--- src/rtl/heq_phase_ctrl.sv ---
// heq_phase_ctrl: frame phase sequencer (HIST -> CDF -> DM) and scratch-memory
// port arbiter for the histogram-equalization engine.
// Optional feature macro: HEQ_WATCHDOG_EN adds a per-phase watchdog that aborts
// a stalled phase after WDOG_CYCLES cycles and raises a sticky error flag.
//
//   state    | meaning
//   ---------+-----------------------------------------------
//   S_IDLE   | waiting for start, memory port parked at zero
//   S_HIST   | histogram build stage owns scratch memory
//   S_CDF    | CDF/minimum stage owns scratch memory
//   S_DM     | divide-and-map stage owns scratch memory
//   S_DONE   | one-cycle frame_done slot, start ignored
module heq_phase_ctrl #(
  parameter int WDOG_CYCLES = 65535
) (
  input  logic         clk,
  input  logic         reset,
  input  logic         start,
  output logic         busy,
  output logic         frame_done,
  output logic         error,
  output logic [1:0]   phase,
  output logic         hist_enable,
  output logic         cdf_enable,
  output logic         dm_enable,
  input  logic         hist_done,
  input  logic         cdf_done,
  input  logic         dm_done,
  input  logic [31:0]  cdf_min_in,
  output logic [31:0]  cdf_min,
  input  logic [15:0]  hist_sc_mem_rd_addr1,
  input  logic [15:0]  hist_sc_mem_rd_addr2,
  input  logic [15:0]  hist_sc_mem_wt_addr,
  input  logic [127:0] hist_sc_mem_wt_data,
  input  logic         hist_sc_mem_wt_en,
  input  logic [15:0]  cdf_sc_mem_rd_addr1,
  input  logic [15:0]  cdf_sc_mem_rd_addr2,
  input  logic [15:0]  cdf_sc_mem_wt_addr,
  input  logic [127:0] cdf_sc_mem_wt_data,
  input  logic         cdf_sc_mem_wt_en,
  input  logic [15:0]  dm_sc_mem_rd_addr1,
  input  logic [15:0]  dm_sc_mem_rd_addr2,
  input  logic [15:0]  dm_sc_mem_wt_addr,
  input  logic [127:0] dm_sc_mem_wt_data,
  input  logic         dm_sc_mem_wt_en,
  output logic [15:0]  sc_mem_rd_addr1,
  output logic [15:0]  sc_mem_rd_addr2,
  output logic [15:0]  sc_mem_wt_addr,
  output logic [127:0] sc_mem_wt_data,
  output logic         sc_mem_wt_en
);

  typedef enum logic [2:0] {S_IDLE, S_HIST, S_CDF, S_DM, S_DONE} state_t;

  state_t state;
  logic   stage_done;
  logic   wdog_hit;

  assign busy = (state == S_HIST) || (state == S_CDF) || (state == S_DM);

  // Done of the stage that currently owns the frame; other dones are ignored.
  always_comb begin
    stage_done = 1'b0;
    case (phase)
      2'd1:    stage_done = hist_done;
      2'd2:    stage_done = cdf_done;
      2'd3:    stage_done = dm_done;
      default: stage_done = 1'b0;
    endcase
  end

`ifdef HEQ_WATCHDOG_EN
  localparam logic [15:0] WDOG_LAST = 16'(WDOG_CYCLES - 1);

  logic [15:0] wdog_cnt;

  assign wdog_hit = busy && !stage_done && (wdog_cnt == WDOG_LAST);

  // Cycles spent in the current phase; zero on each phase entry.
  always_ff @(posedge clk) begin
    if (reset || !busy || stage_done) wdog_cnt <= 16'd0;
    else                              wdog_cnt <= wdog_cnt + 16'd1;
  end

  // Sticky abort flag, cleared by reset or by the next accepted start.
  always_ff @(posedge clk) begin
    if (reset)                          error <= 1'b0;
    else if (state == S_IDLE && start)  error <= 1'b0;
    else if (wdog_hit)                  error <= 1'b1;
  end
`else
  assign wdog_hit = 1'b0;
  assign error    = 1'b0;
`endif

  // Phase sequencer with registered phase, enable pulses, frame_done and cdf_min.
  always_ff @(posedge clk) begin
    if (reset) begin
      state       <= S_IDLE;
      phase       <= 2'd0;
      hist_enable <= 1'b0;
      cdf_enable  <= 1'b0;
      dm_enable   <= 1'b0;
      frame_done  <= 1'b0;
      cdf_min     <= 32'd0;
    end else begin
      hist_enable <= 1'b0;
      cdf_enable  <= 1'b0;
      dm_enable   <= 1'b0;
      frame_done  <= 1'b0;
      case (state)
        S_IDLE: if (start) begin
          state       <= S_HIST;
          phase       <= 2'd1;
          hist_enable <= 1'b1;
        end
        S_HIST: if (stage_done) begin
          state      <= S_CDF;
          phase      <= 2'd2;
          cdf_enable <= 1'b1;
        end else if (wdog_hit) begin
          state <= S_IDLE;
          phase <= 2'd0;
        end
        S_CDF: if (stage_done) begin
          state     <= S_DM;
          phase     <= 2'd3;
          dm_enable <= 1'b1;
          cdf_min   <= cdf_min_in;
        end else if (wdog_hit) begin
          state <= S_IDLE;
          phase <= 2'd0;
        end
        S_DM: if (stage_done) begin
          state      <= S_DONE;
          phase      <= 2'd0;
          frame_done <= 1'b1;
        end else if (wdog_hit) begin
          state <= S_IDLE;
          phase <= 2'd0;
        end
        S_DONE:  state <= S_IDLE;
        default: begin
          state <= S_IDLE;
          phase <= 2'd0;
        end
      endcase
    end
  end

  // Scratch-memory port follows the registered owner; parked at zero otherwise.
  always_comb begin
    sc_mem_rd_addr1 = 16'd0;
    sc_mem_rd_addr2 = 16'd0;
    sc_mem_wt_addr  = 16'd0;
    sc_mem_wt_data  = 128'd0;
    sc_mem_wt_en    = 1'b0;
    case (phase)
      2'd1: begin
        sc_mem_rd_addr1 = hist_sc_mem_rd_addr1;
        sc_mem_rd_addr2 = hist_sc_mem_rd_addr2;
        sc_mem_wt_addr  = hist_sc_mem_wt_addr;
        sc_mem_wt_data  = hist_sc_mem_wt_data;
        sc_mem_wt_en    = hist_sc_mem_wt_en;
      end
      2'd2: begin
        sc_mem_rd_addr1 = cdf_sc_mem_rd_addr1;
        sc_mem_rd_addr2 = cdf_sc_mem_rd_addr2;
        sc_mem_wt_addr  = cdf_sc_mem_wt_addr;
        sc_mem_wt_data  = cdf_sc_mem_wt_data;
        sc_mem_wt_en    = cdf_sc_mem_wt_en;
      end
      2'd3: begin
        sc_mem_rd_addr1 = dm_sc_mem_rd_addr1;
        sc_mem_rd_addr2 = dm_sc_mem_rd_addr2;
        sc_mem_wt_addr  = dm_sc_mem_wt_addr;
        sc_mem_wt_data  = dm_sc_mem_wt_data;
        sc_mem_wt_en    = dm_sc_mem_wt_en;
      end
      default: ;
    endcase
  end

endmodule

--- config.mk ---
export PLATFORM = sky130hd
export DESIGN_NAME = heq_phase_ctrl
export DESIGN_NICKNAME = d
export VERILOG_FILES = /design/src/rtl/heq_phase_ctrl.sv
export SDC_FILE = /design/constraint.sdc
export NUM_CORES = 1
export LEC_CHECK = 0
export CAP_MARGIN = 20
export CELL_PAD_IN_SITES_DETAIL_PLACEMENT = 2
export CELL_PAD_IN_SITES_GLOBAL_PLACEMENT = 2
export CORE_AREA = 2 2 305 307
export CTS_CLUSTER_DIAMETER = 60
export DETAILED_ROUTE_END_ITERATION = 8
export DIE_AREA = 0 0 307 309
export PLACE_DENSITY = 0.52
export SYNTH_ARGS = -nofsm -noshare
export SYNTH_HDL_FRONTEND = slang
export SYNTH_SLANG_ARGS = --single-unit
--- constraint.sdc ---
create_clock -name clk -period 2.37 [get_ports clk]
set_clock_uncertainty 0.2 [all_clocks]
set_input_delay 0.474 -clock clk [delete_from_list [all_inputs] [get_ports clk]]
set_output_delay 0.474 -clock clk [all_outputs]
set_load 0.01 [all_outputs]
==> summary.txt <==
flop count - 41
chip area - 0.0949 mm^2
Synth cell types - 29
DRT iter0 DRCs - 315
H-tree depth - 2
setup violators final - 203
Mapped Cells - 564
CTS root buf - clkbuf_16
worst setup path start - phase[1]
combinational share of power - 78.1%
crit path to - sc_mem_wt_data[108]
DR WL met2 - 36000 um
worst-skew pair later-pin latency - 310 ps
first-pass GRT wire length - 91000 um
post-layout util - 19.7%
die width - 307 um
NumNets Final - 2045
Leakage - 0.00730 uW
CLK BUF - 8
outcome - complete, but fails checks
CTS Buffer Depth - 2
most instantiated logic cells after routing - 604 x clkdlybuf4s50_1, 155 x a22o_1, 134 x mux2_4
Layout area overhead - 236%
M1 WL - 27500 um
final worst slack - -320 ps
sw frac - 35.9%
share of cells above drive strength 1 - 39.0%
Biggest register - cdf_min
total chip power - 6590 uW
CTS resizes - 727
Cell Pwr Density - 366 mW/mm^2
max_cap viols - 0
GP Congestion - 0.849
Post-CTS Hold Buffers - 0
post-CTS setup buffers - 84
Comb gates - 453
Syn. warnings - 0
final instance area - 0.0180 mm^2
syn nets - 1133
FF-to-FF setup slack - -160 ps
Clk pin slew, worst setup/hold paths - 80 ps
Avg Cell Area, Syn - 9.48 um^2
failing checks - setup timing
multi-input logic area - 0.00501 mm^2
Non-Filler Instances - 2668
Yosys Chip Area - 0.00535 mm^2
GR Layer Usage met1 - 15.4%
Routed Antenna Nets - 0
Clock Sinks - 41
IO Count - 786
endpoints failing hold - 0
port buffer count - 784
met3 usage - 6.36%
flop share of the area - 4.61%
CTS buffer count - 5
post-route DRC violation count - 0
Commonest Layout Cell - clkdlybuf4s50_1
Top Layer Used - met5
CP max stage cell - dfxtp_4
[cell families (layout without fill, tap and decap cells)]
group / after synthesis / in the layout / share of synthesized area, %
mux: 210 / 210 / 43.5
compound gates: 187 / 187 / 30.6
buf+inv: 70 / 983 / 5.66
simple gates: 55 / 55 / 4.80
flops: 41 / 41 / 15.4
other cells: 1 / 6 / 0.0702
[power groups by stage]
| stage | sequential, uW | clock (uW) | combinational [uW] |
|---|---|---|---|
| global route | 727 | 793 | 5400 |
| finish | 725 | 715 | 5150 |
| CTS | 726 | 774 | 4860 |
| floorplan | 736 | 0 | 1350 |
| global placement | 750 | 0 | 4080 |
| detailed placement | 751 | 0 | 4120 |
**Supply network**

Drawn at 1 px/um. Pins as bars on the die edge.
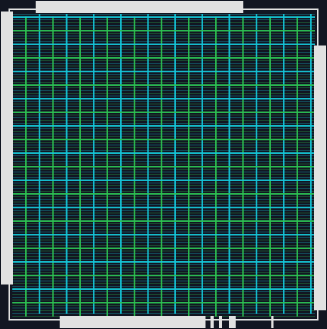
- cyan: VDD
- green: VSS
- met5 straps: 22
- met1 rails: 112
- rows: 111

**Placed cells, one color a class**

Drawn at 1 px/um. Fill, decap, tap and diode cells in gray.
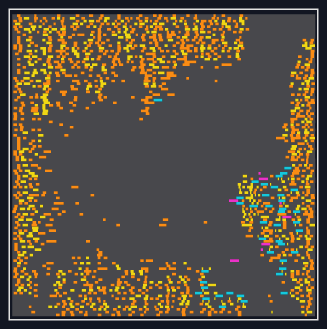
- cyan: flops (cells 41; share of their area 5.0%)
- magenta: clock drivers and dummy loads (cells 8; share of their area 0.83%)
- orange: other buffers and delay cells (cells 974; share of their area 64%)
- yellow: combinational and other logic (cells 454; share of their area 30%)

**Clock network drawn from the DEF**

Drawn at 2 px/um.
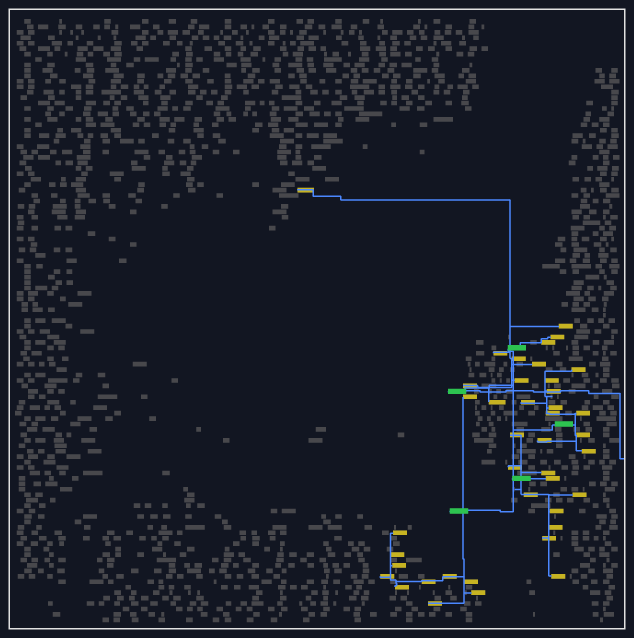
- yellow: flip-flops (count 41)
- green: clock drivers (count 5)
- blue: clock wires (length 1050 um)
- routed clock nets: 6

**Metal layers overlaid**

Drawn at 1 px/um. Only two layers are drawn.
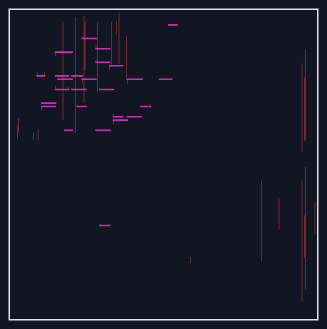
- red: metal 4 (wire length 1350 um)
- magenta: metal 5 (wire length 317 um)
WL final: 72500 um
routed via count: 9086
Tot GR Track Use: 14.0%

Power and IR drop assume default switching activity.
